$ cat src/rtl/vram_port_arbiter.sv
// Shares one SRAM port among NREQ requesters: optional requester-0 priority, then round-robin.
// Grant is combinational (0 cycles); read data tagged back RD_LATENCY clocks later; losers simply hold their request.
module vram_port_arbiter #(
  parameter int NREQ       = 4,
  parameter int ADDR_WIDTH = 10,
  parameter int DATA_WIDTH = 8,
  parameter int RD_LATENCY = 1,
  parameter int HIPRI0     = 1
) (
  input  logic                       clk,
  input  logic                       rst_n,
  input  logic [NREQ-1:0]            i_req,
  input  logic [NREQ-1:0]            i_we,
  input  logic [NREQ*ADDR_WIDTH-1:0] i_addr,
  input  logic [NREQ*DATA_WIDTH-1:0] i_wdata,
  output logic [NREQ-1:0]            o_gnt,
  output logic [NREQ-1:0]            o_rvalid,
  output logic [DATA_WIDTH-1:0]      o_rdata,
  output logic [ADDR_WIDTH-1:0]      o_mem_addr,
  output logic                       o_mem_write,
  output logic [DATA_WIDTH-1:0]      o_mem_wdata,
  input  logic [DATA_WIDTH-1:0]      i_mem_rdata
);

  localparam int IW = (NREQ > 1) ? $clog2(NREQ) : 1;

  logic [IW-1:0]         ptr;
  logic                  gnt_vld;
  logic                  gnt_rr;
  logic [IW-1:0]         gnt_idx;
  logic [RD_LATENCY-1:0] tag_vld;
  logic [IW-1:0]         tag_idx [RD_LATENCY];
  logic [DATA_WIDTH-1:0] rdata_q;

  function automatic logic [IW-1:0] wrap_idx(input logic [IW-1:0] base, input int ofs);
    int s;
    s = int'(base) + ofs;
    if (s >= NREQ) s = s - NREQ;
    return IW'(s);
  endfunction

  // Search farthest-to-nearest so the candidate closest to ptr is the one left standing.
  always_comb begin
    gnt_vld = 1'b0;
    gnt_rr  = 1'b0;
    gnt_idx = '0;
    if (rst_n) begin
      if (HIPRI0 != 0 && i_req[0]) begin
        gnt_vld = 1'b1;
      end else begin
        for (int o = NREQ - 1; o >= 0; o--) begin
          if (i_req[wrap_idx(ptr, o)]) begin
            gnt_vld = 1'b1;
            gnt_rr  = 1'b1;
            gnt_idx = wrap_idx(ptr, o);
          end
        end
      end
    end
  end

  always_comb begin
    o_gnt       = '0;
    o_mem_addr  = '0;
    o_mem_write = 1'b0;
    o_mem_wdata = '0;
    if (gnt_vld) begin
      o_gnt[gnt_idx] = 1'b1;
      o_mem_addr     = i_addr[gnt_idx*ADDR_WIDTH +: ADDR_WIDTH];
      o_mem_write    = i_we[gnt_idx];
      o_mem_wdata    = i_wdata[gnt_idx*DATA_WIDTH +: DATA_WIDTH];
    end
  end

  // Priority-0 wins do not advance the pointer, so the round-robin order resumes where it left off.
  always_ff @(posedge clk or negedge rst_n) begin
    if (!rst_n) begin
      ptr <= '0;
    end else if (gnt_vld && gnt_rr) begin
      ptr <= wrap_idx(gnt_idx, 1);
    end
  end

  always_ff @(posedge clk or negedge rst_n) begin
    if (!rst_n) begin
      tag_vld <= '0;
      for (int i = 0; i < RD_LATENCY; i++) tag_idx[i] <= '0;
    end else begin
      tag_vld[0] <= gnt_vld && !i_we[gnt_idx];
      tag_idx[0] <= gnt_idx;
      for (int i = 1; i < RD_LATENCY; i++) begin
        tag_vld[i] <= tag_vld[i-1];
        tag_idx[i] <= tag_idx[i-1];
      end
    end
  end

  always_comb begin
    o_rvalid = '0;
    if (tag_vld[RD_LATENCY-1]) o_rvalid[tag_idx[RD_LATENCY-1]] = 1'b1;
  end

  // Read data passes straight through in its valid cycle and is held afterwards.
  always_ff @(posedge clk or negedge rst_n) begin
    if (!rst_n) begin
      rdata_q <= '0;
    end else if (tag_vld[RD_LATENCY-1]) begin
      rdata_q <= i_mem_rdata;
    end
  end

  assign o_rdata = tag_vld[RD_LATENCY-1] ? i_mem_rdata : rdata_q;

endmodule

$ cat config.mk
export PLATFORM = sky130hd
export DESIGN_NAME = vram_port_arbiter
export DESIGN_NICKNAME = d
export VERILOG_FILES = /design/src/rtl/vram_port_arbiter.sv
export SDC_FILE = /design/constraint.sdc
export NUM_CORES = 1
export LEC_CHECK = 0
export CAP_MARGIN = 20
export CORE_ASPECT_RATIO = 0.5
export CORE_MARGIN = 2
export CORE_UTILIZATION = 31
export CTS_BUF_LIST = sky130_fd_sc_hd__clkbuf_16
export CTS_CLUSTER_DIAMETER = 30
export DETAILED_ROUTE_END_ITERATION = 6
export PLACE_DENSITY = 0.87
export SLEW_MARGIN = 15
export SYNTH_ARGS = -nofsm -noshare
export SYNTH_HDL_FRONTEND = slang
export SYNTH_SLANG_ARGS = --single-unit
$ cat constraint.sdc
create_clock -name clk -period 5.4 [get_ports clk]
set_input_delay 1.08 -clock clk [delete_from_list [all_inputs] [get_ports clk]]
set_output_delay 1.08 -clock clk [all_outputs]
set_load 0.005 [all_outputs]
==> images/io_fan.png <==
Bar = 20 um.
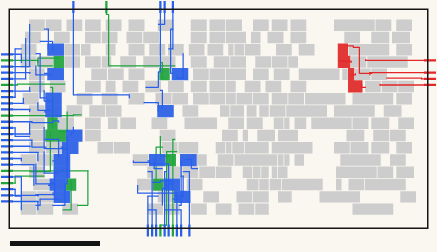
- `i_wdata`: blue (bits 32; direction input; edge 20 left, 8 bottom, 4 top; end cells 16; buffers 32; wire 485 um)
- `o_mem_wdata`: green (bits 8; direction output; edge 5 left, 2 bottom, 1 top; end cells 8; buffers 8; wire 203 um)
- `o_rvalid`: red (bits 4; direction output; edge right; end cells 4; buffers 4; wire 62.7 um)
I/O Pins: 125
Buffers on Ports: 124

==> images/power_grid.png <==
Bar = 20 um. Pins as bars on the die edge. Tap cells in gray.
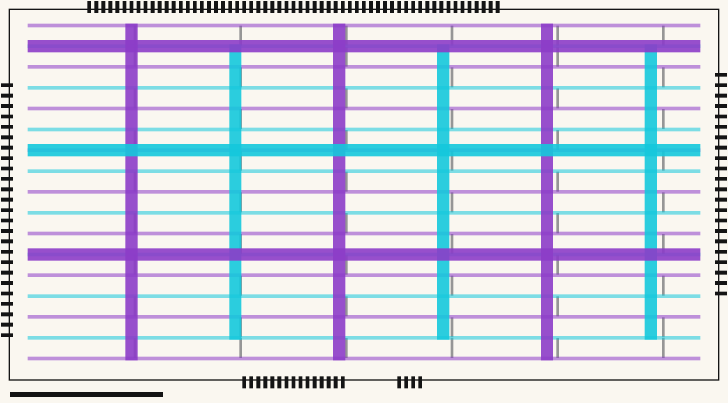
- VDD: cyan
- VSS: purple
- met5 straps: 3
- signal pins: 125
- met1 rails: 17
- met4 straps: 6
- tap cells: 54
Core Area: 3824 um^2
Die H: 48.25 um
VDD IR-drop max: 0.1024 mV
Die Wd: 92.49 um

==> results.cfg <==
; synthesis and place-and-route metrics
[yosys]
synthCells = 121
ys.flop_type = dfrtp_1
ys_cells = 121
ys_async_sr_fraction = 1.000
synth_nets = 215
muxShareOfSynthArea = 0.3969
ys_seq_share = 0.2680

[cts]
ctsHoldBuffers = 0
cts_tree = done
cts_buffer_depth = 2
cts_resized = 0
ctsHtreeMaxLevel = 1

[cells_and_area]
layout.comb_gates.multi_input = 97
syn_to_final_growth_pct = 114.5
n_antenna_cell = 0
nClkBuffers = 3

[floorplanning]
initial_core_util = 0.3174

[final_timing]
tightest_slew_ns = 0.6793
whs_ns = 0.4937
skew_ns = 0.001647
fin_crit_sh = 0.8793
period_needed_ns = 4.748
fmax_mhz = 210.6
rsz0062_at_grt = false

[power]
leakage_uw = 0.0009776
powerDensity_nw_per_um2 = 187.9
fin_total_pwr_uw = 489.1

[worst_setup_path]
arrival_ns = 3.67
cpMostUsedCell = clkdlybuf4s50_1
cp_cell_sequence = clkdlybuf4s50_1, nand2b_1, a311oi_4, buf_12, mux2i_1, o22ai_1, clkdlybuf4s50_1
r2r_end = ptr[1]
r2r_slack_ns = 3.15
crit_buf_inv = 3
crit_path_start = i_req[1]

[placement]
pre_cts_ws_ns = 0.6694
post-dp-hpwl_um = 3573
placedCellCount = 294

[grt]
grt_use_total = 0.1722
grt-ovfl-total = 0

[worst_hold_path]
holdPathEnd = rdata_q[0]
hold_start = rdata_q[0]

[status]
outcome = finished clean

[routing]
drt-total-wl_um = 4330
==> images/flops_by_reg.png <==
Bar = 20 um. Other sequential cells in the stronger gray, the rest of the logic in the fainter gray.
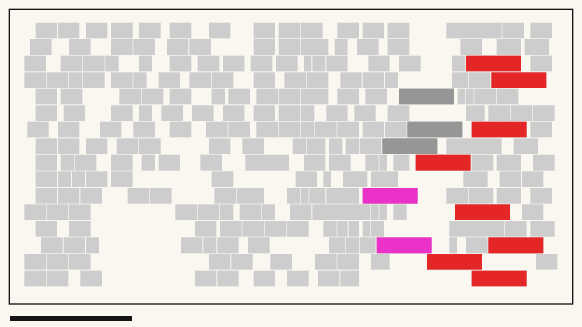
- `ptr`: magenta (placed flops 2)
- `rdata_q`: red (placed flops 8)
seq pwr: 129 uW
Layout Utilization: 0.6810
Seq/total area: 0.1249
register area: 325.3 um^2

==> images/placement.png <==
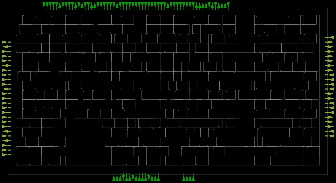
flop count: 13
final non-filler cell total: 298
row cnt: 16
fill count: 297
TAP cells: 54

registers in the layout, summed over array words and instances (netlist names):
| signal | cells |
|---|---|
| rdata_q | 8 |
| ptr | 2 |
| tag_vld | 1 |
| tag_idx | 2 |
power breakdown:
group	total (uW)	switching (uW)	leakage, uW	internal [uW]
Sequential	129	11.3	0.000159	118
Clock	134	37.2	0.0000423	97.3
Combinational	226	74.9	0.000776	151
synthesized netlist by cell type (all sizes together) (2+ instances only):
master,n
mux2i,38
o22ai,19
dfrtp,13
mux2,9
buf,6
and2,5
ha,4
inv,3
nand2,3
nor2,3
clkbuf,2
nand2b,2
metal layers:
layer	routed length (um)	global-route usage
met4	0	0.04179
met5	0	0
met1	1616	0.1951
met3	297	0.03091
met2	2416	0.3577
Power figures rest on the tool's default switching activity, not on a simulated workload.
